### Supply network, run 1

Bar = 100 µm. Pins as bars on the die edge. Tap cells in grey.
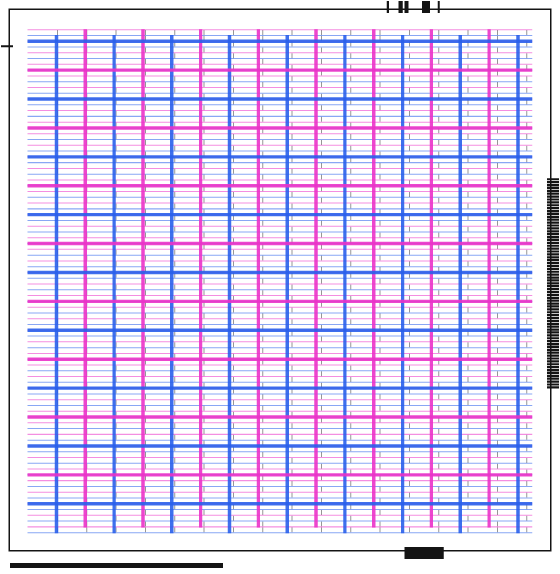
### I/O nets highlighted, run 1

Bar = 100 µm.
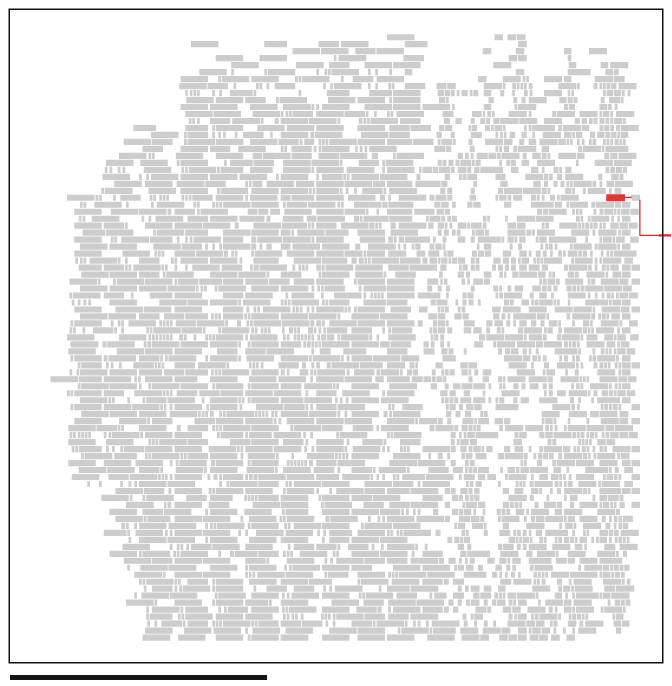
### Cell classes on the final placement, run 1

Fill, decap, tap and diode cells in grey.
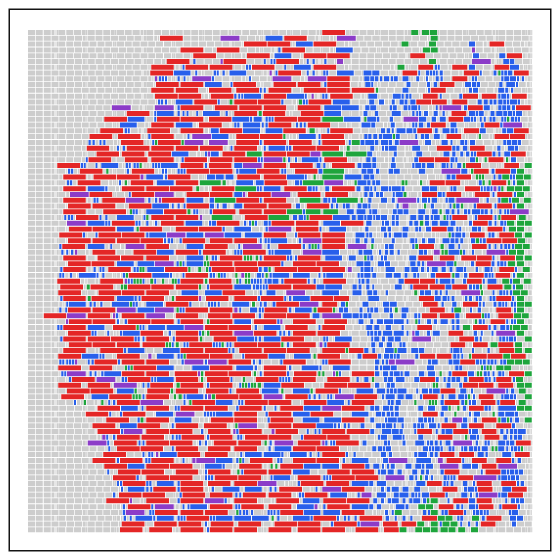
[src/rtl/sandbox_command_engine.sv]
// sandbox_command_engine: executes 48-bit register-file command frames
// received from the UART block and hands back a 48-bit response frame.
// Ports: masterClock, reset (sync, active-low); dataReceived/inputData in,
// clearDR ack out; transmitting in, transmitData/outputData out;
// rxIndicator stretched activity LED; busy high outside IDLE.
module sandbox_command_engine #(
    parameter int REG_COUNT   = 16,
    parameter int LED_STRETCH = 1200000,
    parameter int TX_TIMEOUT  = 255
) (
    input  logic        masterClock,
    input  logic        reset,
    input  logic        dataReceived,
    input  logic [47:0] inputData,
    input  logic        transmitting,
    output logic        clearDR,
    output logic        transmitData,
    output logic [47:0] outputData,
    output logic        rxIndicator,
    output logic        busy
);
    localparam int AW = (REG_COUNT > 1) ? $clog2(REG_COUNT) : 1;
    localparam int LW = $clog2(LED_STRETCH + 1);
    localparam int TW = (TX_TIMEOUT > 1) ? $clog2(TX_TIMEOUT) : 1;

    localparam logic [8:0]    REG_LIMIT = 9'(REG_COUNT);
    localparam logic [LW-1:0] LED_LOAD  = LW'(LED_STRETCH);
    localparam logic [TW-1:0] TX_LAST   = TW'(TX_TIMEOUT - 1);

    localparam logic [7:0] OP_WRITE = 8'h01;
    localparam logic [7:0] OP_READ  = 8'h02;
    localparam logic [7:0] OP_ECHO  = 8'h03;
    localparam logic [7:0] OP_ADD   = 8'h04;
    localparam logic [7:0] OP_COUNT = 8'h05;

    typedef enum logic [2:0] {
        IDLE,
        CLEAR,
        EXEC,
        SEND,
        WAIT_START,
        WAIT_DONE
    } state_t;

    state_t        state;
    logic [47:0]   frame;
    logic [31:0]   frameCount;
    logic [LW-1:0] ledCount;
    logic [TW-1:0] waitCount;
    logic [31:0]   regFile [REG_COUNT];

    logic [7:0]    opcode;
    logic [7:0]    addr;
    logic [31:0]   operand;
    logic [AW-1:0] regIdx;
    logic          addrOk;
    logic [31:0]   regValue;

    logic [7:0]    execStatus;
    logic [31:0]   execResult;
    logic          regWrite;
    logic [31:0]   regWriteValue;

    assign opcode   = frame[47:40];
    assign addr     = frame[39:32];
    assign operand  = frame[31:0];
    assign regIdx   = frame[32 +: AW];
    assign addrOk   = {1'b0, addr} < REG_LIMIT;
    assign regValue = addrOk ? regFile[regIdx] : '0;

    always_comb begin
        execStatus    = 8'hEE;
        execResult    = '0;
        regWrite      = 1'b0;
        regWriteValue = operand;
        unique case (1'b1)
            (opcode == OP_WRITE): begin
                if (addrOk) begin
                    execStatus = 8'h80 | opcode;
                    execResult = operand;
                    regWrite   = 1'b1;
                end else begin
                    execStatus = 8'hEA;
                end
            end
            (opcode == OP_READ): begin
                if (addrOk) begin
                    execStatus = 8'h80 | opcode;
                    execResult = regValue;
                end else begin
                    execStatus = 8'hEA;
                end
            end
            (opcode == OP_ECHO): begin
                execStatus = 8'h80 | opcode;
                execResult = operand;
            end
            (opcode == OP_ADD): begin
                if (addrOk) begin
                    regWriteValue = regValue + operand;
                    execStatus    = 8'h80 | opcode;
                    execResult    = regWriteValue;
                    regWrite      = 1'b1;
                end else begin
                    execStatus = 8'hEA;
                end
            end
            (opcode == OP_COUNT): begin
                execStatus = 8'h80 | opcode;
                execResult = frameCount;
            end
            default: begin
                execStatus = 8'hEE;
            end
        endcase
    end

    always_ff @(posedge masterClock) begin
        if (!reset) begin
            state        <= IDLE;
            frame        <= '0;
            frameCount   <= '0;
            ledCount     <= '0;
            waitCount    <= '0;
            clearDR      <= 1'b0;
            transmitData <= 1'b0;
            outputData   <= '0;
            rxIndicator  <= 1'b0;
            busy         <= 1'b0;
            for (int i = 0; i < REG_COUNT; i++) begin
                regFile[i] <= '0;
            end
        end else begin
            transmitData <= 1'b0;
            // LED is high while the counter is still nonzero after this edge
            rxIndicator  <= ledCount > LW'(1);
            if (ledCount != '0) begin
                ledCount <= ledCount - LW'(1);
            end
            unique case (state)
                IDLE: begin
                    if (dataReceived) begin
                        frame       <= inputData;
                        frameCount  <= frameCount + 32'd1;
                        ledCount    <= LED_LOAD;
                        rxIndicator <= 1'b1;
                        clearDR     <= 1'b1;
                        busy        <= 1'b1;
                        state       <= CLEAR;
                    end
                end
                CLEAR: begin
                    if (!dataReceived) begin
                        clearDR <= 1'b0;
                        state   <= EXEC;
                    end
                end
                EXEC: begin
                    outputData   <= {execStatus, addr, execResult};
                    transmitData <= 1'b1;
                    if (regWrite) begin
                        regFile[regIdx] <= regWriteValue;
                    end
                    state <= SEND;
                end
                SEND: begin
                    waitCount <= '0;
                    state     <= WAIT_START;
                end
                WAIT_START: begin
                    if (transmitting) begin
                        state <= WAIT_DONE;
                    end else if (waitCount == TX_LAST) begin
                        busy  <= 1'b0;
                        state <= IDLE;
                    end else begin
                        waitCount <= waitCount + TW'(1);
                    end
                end
                WAIT_DONE: begin
                    if (!transmitting) begin
                        busy  <= 1'b0;
                        state <= IDLE;
                    end
                end
                default: begin
                    busy  <= 1'b0;
                    state <= IDLE;
                end
            endcase
        end
    end
endmodule

[config.mk]
export PLATFORM = sky130hd
export DESIGN_NAME = sandbox_command_engine
export DESIGN_NICKNAME = d
export VERILOG_FILES = /design/src/rtl/sandbox_command_engine.sv
export SDC_FILE = /design/constraint.sdc
export NUM_CORES = 1
export LEC_CHECK = 0
export CAP_MARGIN = 20
export CORE_MARGIN = 8
export CORE_UTILIZATION = 55
export DETAILED_ROUTE_END_ITERATION = 12
export GPL_TIMING_DRIVEN = 0
export HOLD_SLACK_MARGIN = 0.06
export PLACE_DENSITY = 0.77
export SLEW_MARGIN = 20
export SYNTH_ARGS = -nofsm -noshare
export SYNTH_HDL_FRONTEND = slang
export SYNTH_SLANG_ARGS = --single-unit
[constraint.sdc]
create_clock -name masterClock -period 12.02 [get_ports masterClock]
set_input_delay 1.202 -clock masterClock [delete_from_list [all_inputs] [get_ports masterClock]]
set_output_delay 1.202 -clock masterClock [all_outputs]
set_load 0.01 [all_outputs]
==> run_results.csv, run 1 <==
group,metric,value,unit
place,dp_hpwl,68000,µm
worst_setup_path,r2r_slack,4.78,ns
run_status,status,"finished clean",
cts,cts_resized,0,
die,core_util_floorplan,0.555,
drt,wl_per_cell,26.9,µm
finish,syn_to_final_growth,15.2,%
drt,met3WireLength,11900,µm
synthesis,synthTopCellsByCount,"nor2_1 (603), edfxtp_1 (512), nand2_1 (234), dfxtp_1 (168)",
worst_setup_path,crit_cells,17,
die,core,0.0562,mm²
worst_setup_path,path_buffers,5,
global_route,grt_usage,0.293,
worst_setup_path,r2r_end,"regFile[6][31]$_SDFFCE_PN0P_",
hold_path,whs_path_depth,2,
timing,hold_slack,0.451,ns
global_route,busiest_layer,"met2",
timing,max_freq,138,MHz
drt,route.detailed.drc,0,
cts,clk_pin_slew,0.06,ns
cts,tritoncts,"done",
cts,cts_inserted_buffers,70,
synthesis,ys_ff,680,
worst_setup_path,slowest_stage,"buf_1",
synthesis,synth_cells,2567,
worst_setup_path,crit_path_max_fanout,10,
cts,cts.path.max_buffers,3,
place,placed_cell_area,0.0336,mm²
hold_path,hold_path_end,"outputData[3]$_SDFFE_PN0P_",
drt,dr_total_vias,23000,
finish,diodes,0,
drt,topRoutingLayerUsed,"met5",
synthesis,simple_gate_share,0.147,
timing,finalClockPeriodUsage,0.602,
finish,largestRegisters,"regFile x512, frame x48, outputData x48",
die,chip_area,0.0645,mm²
synthesis,synthesis.area,0.0312,mm²
finish,regArea,0.0187,mm²
global_route,grt.met2_usage,0.493,
synthesis,flop_cell,"edfxtp_1",
synthesis,top_cell_area_share,0.493,
finish,comb_cells,1678,
worst_setup_path,crit_path_end,"regFile[6][31]$_SDFFCE_PN0P_",
hold_path,min_path_type,"reg2reg",
global_route,antenna_found_initial,1,
timing,tns,0,ns
hold_path,hp-start,"outputData[3]$_SDFFE_PN0P_",
finish,nNonClkBuffers,316,
Notes on 'Supply network' above:
- magenta: VDD
- blue: VSS
- rows: 87
- met4 straps: 17
- tap cells: 756
- met1 rails: 88

Notes on 'I/O nets highlighted' above:
- red: rxIndicator (bits 1; direction output; end cells 1; buffers 1; wire 25.3 µm)

Notes on 'Cell classes on the final placement' above:
- red: sequential cells (cells 680)
- purple: clock drivers and dummy loads (cells 124)
- blue: combinational and other logic (cells 1692)
- green: remaining buffers and delay cells (cells 316)

==> run 1 -> run 2 <==
clock period = 7.54 ns   (was 12.02 ns; I/O delays follow)
### Cell classes on the final placement, run 2

Fill, decap, tap and diode cells in grey.
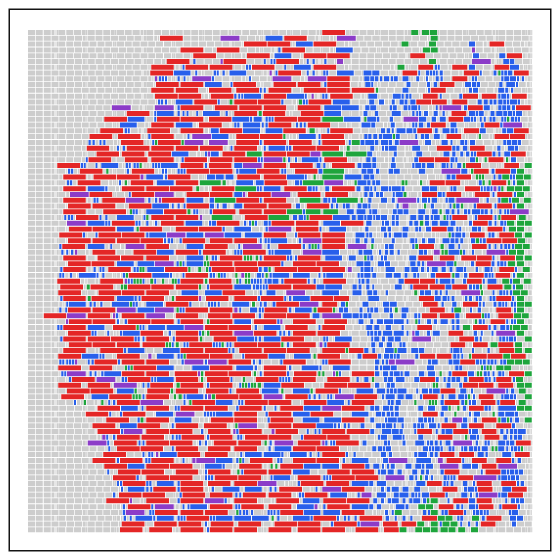
- green: remaining buffers and delay cells (cells 316)
- blue: combinational and other logic (cells 1692)
- purple: clock drivers and dummy loads (cells 124)
- red: sequential cells (cells 680)

==> run 2 against run 1 <==
  * First-iteration DRC count is the same
  * Sequential cell count is the same
  * Final area is the same
  * Total power grew 59%
  * Sequential share of layout area is the same
  * Register-to-register slack lost 4.5 ns
  * Critical path depth is the same
  * Area after synthesis is the same
  * Combinational power grew about 60%
  * Clock power grew about 60%
  * Critical endpoint unchanged
  * Highest routed layer unchanged
==> run_results.csv, run 2 <==
group,metric,value,unit
synthesis,synth_top_cell_by_count,"nor2_1",
finish,logic_area,0.0117,mm²
global_route,grt_usage,0.293,
cts,cts_resized,0,
drt,wl_per_cell,26.9,µm
cts,cts-root-buf,"clkbuf_16",
synthesis,simple_gate_share,0.147,
synthesis,top_cell_area_share,0.493,
finish,n_all_inverters,14,
worst_setup_path,worstSetupPathType,"reg2reg",
run,warning_count,28,
hold_path,hp-start,"outputData[3]$_SDFFE_PN0P_",
worst_setup_path,r2r_end,"regFile[6][31]$_SDFFCE_PN0P_",
synthesis,synth_cells,2567,
drt,dr_total_vias,23000,
worst_setup_path,slowest_stage,"buf_1",
finish,comb_cells,1678,
cts,tritoncts,"done",
worst_setup_path,crit_path_max_fanout,10,
die,chip_area,0.0645,mm²
finish,comb_area_frac,0.325,
global_route,busiest_layer,"met2",
timing,hold_slack,0.451,ns
worst_setup_path,endpoint_kind,"flop",
drt,met3WireLength,11900,µm
place,gp_congestion,0.938,
place,dp_hpwl,68000,µm
power_and_ir_drop,p_sw_frac,0.293,
worst_setup_path,crit_path_end,"regFile[6][31]$_SDFFCE_PN0P_",
hold_path,min_path_type,"reg2reg",
drt,route.detailed.drc,0,
power_and_ir_drop,switchingPower,2.86,mW
finish,most-common-layout-cells,"nor2_1 (603), edfxtp_1 (512), nand2_1 (218), clkbuf_1 (170), dfxtp_1 (168)",
synthesis,synthTopCellsByCount,"nor2_1 (603), edfxtp_1 (512), nand2_1 (234), dfxtp_1 (168)",
cts,clk_pin_slew,0.06,ns
worst_setup_path,crit_cells,17,
timing,finClkSkew,0.0302,ns
run_status,status,"finished clean",
place,placed_cell_area,0.0336,mm²
synthesis,ys_ff,680,
die,core_util_floorplan,0.555,
drt,topRoutingLayerUsed,"met5",
worst_setup_path,r2r_slack,0.30,ns
finish,syn_to_final_growth,15.2,%
timing,max_freq,138,MHz
finish,nNonClkBuffers,316,
finish,diodes,0,
timing,tns,0,ns
synthesis,flop_cell,"edfxtp_1",
synthesis,synth-edff-count,512,
synthesis,synthesis.area,0.0312,mm²
finish,largestRegisters,"regFile x512, frame x48, outputData x48",
cts,cts_inserted_buffers,70,
cts,cts.path.max_buffers,3,
worst_setup_path,path_buffers,5,
synthesis,synthArstFlopShare,0,
hold_path,hold_path_end,"outputData[3]$_SDFFE_PN0P_",
timing,finalClockPeriodUsage,0.960,
global_route,antenna_found_initial,1,
hold_path,whs_path_depth,2,
die,core,0.0562,mm²
global_route,grt.met2_usage,0.493,
finish,regArea,0.0187,mm²
### Supply network, run 2

Bar = 100 µm. Pins as bars on the die edge. Tap cells in grey.
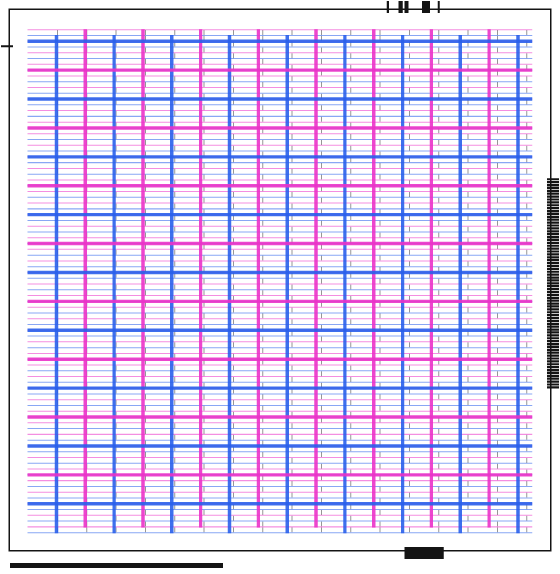
- magenta: VDD
- blue: VSS
- tap cells: 756
- met1 rails: 88
- met5 straps: 17

Power and IR drop assume default switching activity.
